===== config.mk =====
export PLATFORM = sky130hd
export DESIGN_NAME = cpu_run_monitor
export DESIGN_NICKNAME = d
export VERILOG_FILES = /design/src/rtl/cpu_run_monitor.sv
export SDC_FILE = /design/constraint.sdc
export NUM_CORES = 1
export LEC_CHECK = 0
export ABC_AREA = 1
export CAP_MARGIN = 20
export CORE_ASPECT_RATIO = 1.75
export CORE_MARGIN = 2
export CORE_UTILIZATION = 40
export CTS_BUF_LIST = sky130_fd_sc_hd__clkbuf_16
export CTS_CLUSTER_SIZE = 14
export DETAILED_ROUTE_END_ITERATION = 8
export PLACE_DENSITY_LB_ADDON = 0.05
export SETUP_SLACK_MARGIN = 0.05
export SLEW_MARGIN = 5
export SYNTH_ARGS = -nofsm -noshare
export SYNTH_HDL_FRONTEND = slang
export SYNTH_SLANG_ARGS = --single-unit

===== constraint.sdc =====
create_clock -name clk -period 1.8 [get_ports clk]
set_input_delay 0.36 -clock clk [delete_from_list [all_inputs] [get_ports clk]]
set_output_delay 0.36 -clock clk [all_outputs]
set_load 0.02 [all_outputs]

===== src/rtl/cpu_run_monitor.sv =====
// rtl/cpu_run_monitor.sv - CPU run control (reset sequencing, halt/timeout) with optional writeback trace FIFO (RUN_MONITOR_TRACE_EN)
module cpu_run_monitor #(
    parameter int PC_W        = 32,
    parameter int DATA_W      = 32,
    parameter int REG_ADDR_W  = 3,
    parameter int CNT_W       = 16,
    parameter int RST_CYCLES  = 2,
    parameter int HALT_CYCLES = 4,
    parameter int MAX_CYCLES  = 1024,
    parameter int TRACE_DEPTH = 8
) (
    input  logic                  clk,
    input  logic                  rst,
    input  logic                  start,
    input  logic [PC_W-1:0]       pc,
    input  logic                  wb_en,
    input  logic [REG_ADDR_W-1:0] wb_addr,
    input  logic [DATA_W-1:0]     wb_data,
    output logic                  cpu_rst_n,
    output logic                  running,
    output logic                  done,
    output logic                  halted,
    output logic                  timeout,
    output logic [CNT_W-1:0]      cycle_count,
    output logic                  trace_valid,
    input  logic                  trace_ready,
    output logic [CNT_W-1:0]      trace_cycle,
    output logic [REG_ADDR_W-1:0] trace_addr,
    output logic [DATA_W-1:0]     trace_data,
    output logic                  trace_overflow
);

    localparam int HOLD_W  = (RST_CYCLES > 1) ? $clog2(RST_CYCLES) : 1;
    localparam int STALL_W = $clog2(HALT_CYCLES + 1);

    typedef enum logic [1:0] {S_IDLE, S_HOLD, S_RUN, S_DONE} state_t;

    state_t             state;
    logic [HOLD_W-1:0]  hold_cnt;
    logic [STALL_W-1:0] stall_cnt;
    logic [STALL_W-1:0] stall_next;
    logic [CNT_W-1:0]   count_next;
    logic [PC_W-1:0]    last_pc;
    logic               first_run;
    logic               hit_halt;
    logic               hit_limit;
    logic               run_clear;

    // A start pulse is honoured only from IDLE or DONE; it also wipes the trace state
    assign run_clear = start && ((state == S_IDLE) || (state == S_DONE));

    // Next-cycle stall count and cycle count, used to decide termination at this edge
    always_comb begin
        count_next = cycle_count + CNT_W'(1);
        if (first_run || (pc != last_pc)) begin
            stall_next = '0;
        end else begin
            stall_next = stall_cnt + STALL_W'(1);
        end
        hit_halt  = (stall_next == STALL_W'(HALT_CYCLES));
        hit_limit = (count_next == CNT_W'(MAX_CYCLES));
    end

    // Run-control FSM with registered status outputs
    always_ff @(posedge clk) begin
        if (!rst) begin
            state       <= S_IDLE;
            cpu_rst_n   <= 1'b0;
            running     <= 1'b0;
            done        <= 1'b0;
            halted      <= 1'b0;
            timeout     <= 1'b0;
            cycle_count <= '0;
            hold_cnt    <= '0;
            stall_cnt   <= '0;
            last_pc     <= '0;
            first_run   <= 1'b1;
        end else begin
            case (state)
                S_IDLE, S_DONE: begin
                    if (start) begin
                        state       <= S_HOLD;
                        cpu_rst_n   <= 1'b0;
                        running     <= 1'b0;
                        done        <= 1'b0;
                        halted      <= 1'b0;
                        timeout     <= 1'b0;
                        cycle_count <= '0;
                        hold_cnt    <= '0;
                    end
                end
                S_HOLD: begin
                    if (hold_cnt == HOLD_W'(RST_CYCLES - 1)) begin
                        state     <= S_RUN;
                        cpu_rst_n <= 1'b1;
                        running   <= 1'b1;
                        stall_cnt <= '0;
                        first_run <= 1'b1;
                    end else begin
                        hold_cnt <= hold_cnt + HOLD_W'(1);
                    end
                end
                S_RUN: begin
                    cycle_count <= count_next;
                    last_pc     <= pc;
                    first_run   <= 1'b0;
                    stall_cnt   <= stall_next;
                    if (hit_halt || hit_limit) begin
                        state   <= S_DONE;
                        running <= 1'b0;
                        done    <= 1'b1;
                        halted  <= hit_halt;
                        timeout <= hit_limit;
                    end
                end
                default: state <= S_IDLE;
            endcase
        end
    end

`ifdef RUN_MONITOR_TRACE_EN
    localparam int PTR_W = $clog2(TRACE_DEPTH);
    localparam int ENT_W = CNT_W + REG_ADDR_W + DATA_W;

    logic [ENT_W-1:0] mem [TRACE_DEPTH];
    logic [PTR_W-1:0] wr_ptr;
    logic [PTR_W-1:0] rd_ptr;
    logic [PTR_W-1:0] rd_next;
    logic [PTR_W:0]   fill;
    logic [PTR_W:0]   fill_next;
    logic [ENT_W-1:0] entry_in;
    logic [ENT_W-1:0] head_next;
    logic             push;
    logic             pop;
    logic             full;
    logic             push_ok;

    // Push/pop arbitration; head is re-fetched from the post-update read pointer so it stays registered
    always_comb begin
        push      = (state == S_RUN) && wb_en;
        pop       = trace_valid && trace_ready;
        full      = (fill == (PTR_W+1)'(TRACE_DEPTH));
        push_ok   = push && (!full || pop);
        entry_in  = {cycle_count, wb_addr, wb_data};
        rd_next   = rd_ptr + PTR_W'(pop);
        fill_next = fill + (PTR_W+1)'(push_ok) - (PTR_W+1)'(pop);
        // FIFO empty after this pop: the incoming entry becomes the head directly
        if (push_ok && (fill == (PTR_W+1)'(pop))) begin
            head_next = entry_in;
        end else begin
            head_next = mem[rd_next];
        end
    end

    // Trace storage write port
    always_ff @(posedge clk) begin
        if (push_ok) begin
            mem[wr_ptr] <= entry_in;
        end
    end

    // Trace pointers, occupancy, sticky overflow and registered head
    always_ff @(posedge clk) begin
        if (!rst || run_clear) begin
            wr_ptr         <= '0;
            rd_ptr         <= '0;
            fill           <= '0;
            trace_valid    <= 1'b0;
            trace_overflow <= 1'b0;
            trace_cycle    <= '0;
            trace_addr     <= '0;
            trace_data     <= '0;
        end else begin
            if (push_ok) begin
                wr_ptr <= wr_ptr + PTR_W'(1);
            end
            rd_ptr      <= rd_next;
            fill        <= fill_next;
            trace_valid <= (fill_next != '0);
            if (push && full && !pop) begin
                trace_overflow <= 1'b1;
            end
            if (fill_next != '0) begin
                {trace_cycle, trace_addr, trace_data} <= head_next;
            end
        end
    end
`else
    logic unused_trace;
    assign unused_trace   = &{1'b0, trace_ready, wb_en, wb_addr, wb_data, run_clear};
    assign trace_valid    = 1'b0;
    assign trace_overflow = 1'b0;
    assign trace_cycle    = '0;
    assign trace_addr     = '0;
    assign trace_data     = '0;
`endif

endmodule


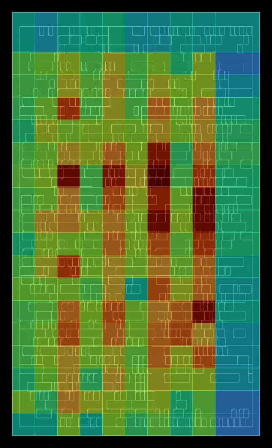
(images/final_congestion.png)
met1 global-route usage: 19.93%
global-route total usage across every layer: 18.97%
layer carrying the most global-route usage: met2

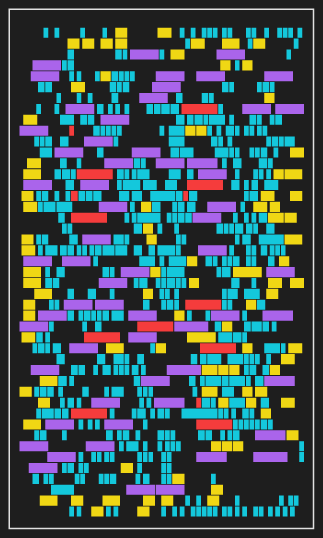
(images/cell_classes.png)
Drawn at 4 px/um.
[other buffers and delay cells] yellow | cells: 91 | share of their area: 18%
[flip-flops] purple | cells: 60 | share of their area: 26%
[clock drivers and dummy loads] red | cells: 14 | share of their area: 5.7%
[all other logic] cyan | cells: 469 | share of their area: 50%

==> qor.log <==
qor: cells_and_area.layout_top_cells nand2_1, nor2_1, conb_1
qor: grt.global_route.usage.met2 33.55%
qor: placement.post_detailed_placement_cell_area 4214 sq um
qor: synth.xor_area_share 2.678%
qor: die.std_cell_rows 45
qor: flow_run.warning_count 67
qor: synth.yosys.area.top_type dfxtp_1
qor: timing.grt_setup_unrepaired yes
qor: cells_and_area.finalInstanceArea 4800 sq um
qor: synth.top_cell nand2_1
qor: cells_and_area.register_ranked_first_by_flip_flop_count last_pc
qor: cts.clockBufferDepth 2
qor: timing.final.setup.worst_slack -87.54 ps
qor: power.pg_clk 1.53 mW
qor: synth.ys_cells 544
qor: synth.synthTopLogicFamily simple AND/OR/NAND/NOR gates
qor: grt.grt_pass1_vias 3246
qor: timing.drv_slew 0
qor: cells_and_area.flop-count 60
qor: die.core 8727 sq um
qor: cells_and_area.insertedDiodeCount 0
qor: synth.and_or_or_and_share_of_the_synthesized_area 13.29%
qor: timing.clock_skew 6.864 ps
qor: synth.synth_chip_area 3597 sq um
qor: cells_and_area.layout.filler_cells 879
qor: cells_and_area.registers_with_the_highest_flip_flop_counts last_pc (32), cycle_count (16), stall_cnt (3)
qor: cts.post_cts_buffers 9
qor: grt.wire_length_of_the_first_global_routing_pass 14210 um
qor: synth.synthesis.instances 544
qor: synth.netlist_area_pre_place 3597 sq um
qor: cells_and_area.syn2layout_area_growth 33.43%
qor: placement.placedCellCount 722
qor: cells_and_area.top_area_cell_class logic gates
qor: placement.port_buffers 55
qor: power.irDropWorstVdd 0.0007958 V
qor: cells_and_area.area.share.sequential 25.42%
qor: hold_path.whs_path_depth 3
qor: cells_and_area.comb_area_share 43.98%
qor: critical_path.worst_reg2reg_endpoint state[0]$_SDFFE_PN0P_
qor: cells_and_area.instances_no_fill 751
qor: cells_and_area.layout_top_cell nand2_1
qor: die.n_tap_cell 117
qor: cells_and_area.post_route_cells_drive_above_1_share 19.56%
qor: cts.cts_hold_buf 0
qor: cts.cts_buffers 9
qor: cells_and_area.final-clk-cell-share 5.553%
qor: synth.avgSynthCellArea 6.613 sq um
qor: critical_path.timing.critical_path.from_type flip-flop
qor: grt.globalRouteOverflowTotal 0
qor: synth.simple_gate_area_share 30.61%
qor: critical_path.critical_path.startpoint cycle_count[0]$_SDFFE_PN0P_
qor: power.top_power_group sequential cells
qor: timing.post-route-period-util 104.9%
qor: critical_path.endpoint state[0]$_SDFFE_PN0P_
qor: critical_path.critical_path_arrival 2070 ps
qor: power.power_drawn_by_the_sequential_cells 1.86 mW
qor: timing.period_minus_slack 1888 ps
qor: cells_and_area.layout.nets 708
qor: hold_path.hold_path_end last_pc[21]$_SDFFE_PN0P_
qor: critical_path.path_max_fanout 6
qor: route.wirelength_met1 3297 um
qor: status.outcome finished with violations
qor: route.dr.first_iter.drc_count 102
qor: route.antenna_violating_nets_post_route 0
qor: cells_and_area.flop_area 1220 sq um
qor: cells_and_area.largest_register_ffs 32
qor: power.leakagePower 2.262 nW
qor: synth.muxShareOfSynthArea 0%
qor: cells_and_area.clock_buffer_count 10
qor: power.comb_power_share 34.4%
qor: power.clock_power_share 29.6%
qor: power.comb-power 1.78 mW
qor: synth.common_cells nand2_1, nor2_1, dfxtp_1
qor: grt.grtUsageMet3 3.421%
qor: synth.synth.yosys.warnings 0
qor: cells_and_area.inv_count 53
qor: synth.postSynth.asyncResetShare 0%
qor: route.route.final.wire_length 8632 um
qor: synth.number_of_distinct_library_cells_after_synthesis 31
qor: synth.edf_count 0
qor: timing.timing.final.setup_violations 6
qor: cells_and_area.multi_input_comb_cells 416
qor: route.avgViaCountPerCell 4.538
qor: power.power_density 1076 nW/um^2
qor: grt.antenna_found_initial 0
qor: status.violations negative setup slack
qor: route.firstDrtPassIters 5
qor: route.dr_total_vias 3408
qor: power.total_switching_power 1.849 mW
qor: power.internal 3.315 mW
qor: hold_path.hold_start pc[21]
qor: cts.cts_htree_levels 3
qor: die.die_w 75.69 um
qor: synth.ys_seq_share 33.39%
qor: route.topmost_layer_with_routed_signal_wires met4
qor: die.die_y 129.5 um
qor: cells_and_area.final-nonclk-buf-share 17.81%
qor: cts.cts_tree built
qor: synth.synth-adder-area-share 1.739%
qor: grt.grt_max_degree 34
qor: cts.tritoncts_num_sinks 60
qor: placement.globalplace.congestion 0.8921
qor: timing.timing.fmax 0.5298 GHz
qor: hold_path.hold_path_class in -> reg
qor: route.wl_met3 305 um
qor: power.swShare 35.81%
qor: cts.clk_pin_slew 50 ps
qor: timing.timing.final.hold_violations 0
qor: flow_run.drv.max_cap_violation_count 0
qor: synth.synthFlopType dfxtp_1
qor: route.post_detailed_route_drc_marker_count 0
qor: route.met2_length 4619 um
qor: synth.ys.flops 60
qor: critical_path.reg2reg_slack -90 ps
qor: critical_path.reg2reg_from cycle_count[0]$_SDFFE_PN0P_
qor: critical_path.ff2ff_path_depth 15
## per-stage QoR
stage,power (mW),hold WS (ps),TNS (ps),setup WS [ps],utilization (%)
3_3_place_gp,3.484,448.7,-4104,-478.0,48.29
2_1_floorplan,3.059,438.9,0,50.43,-
6_report,5.165,329.1,-466.5,-87.54,55.00
5_1_grt,5.592,336.6,-1235,-215.8,55.00
4_1_cts,5.108,422.2,-305.6,-60.73,52.79
3_5_place_dp,3.525,460.0,-4290,-507.8,48.29
## worst max-delay path, cell delays in order (launching register included)
cell	delay [ps]
dfxtp_4	360
ha_4	160
nand2_4	60
nor2_4	160
buf_12	130
nand3_2	60
nand2_1	70
nand2_1	60
nor2_1	80
nand2_1	60
nor2_2	140
nand2_2	90
nand3_4	120
nand2_4	80
nand2_2	70
a21oi_2	50
Power and IR drop assume default switching activity.
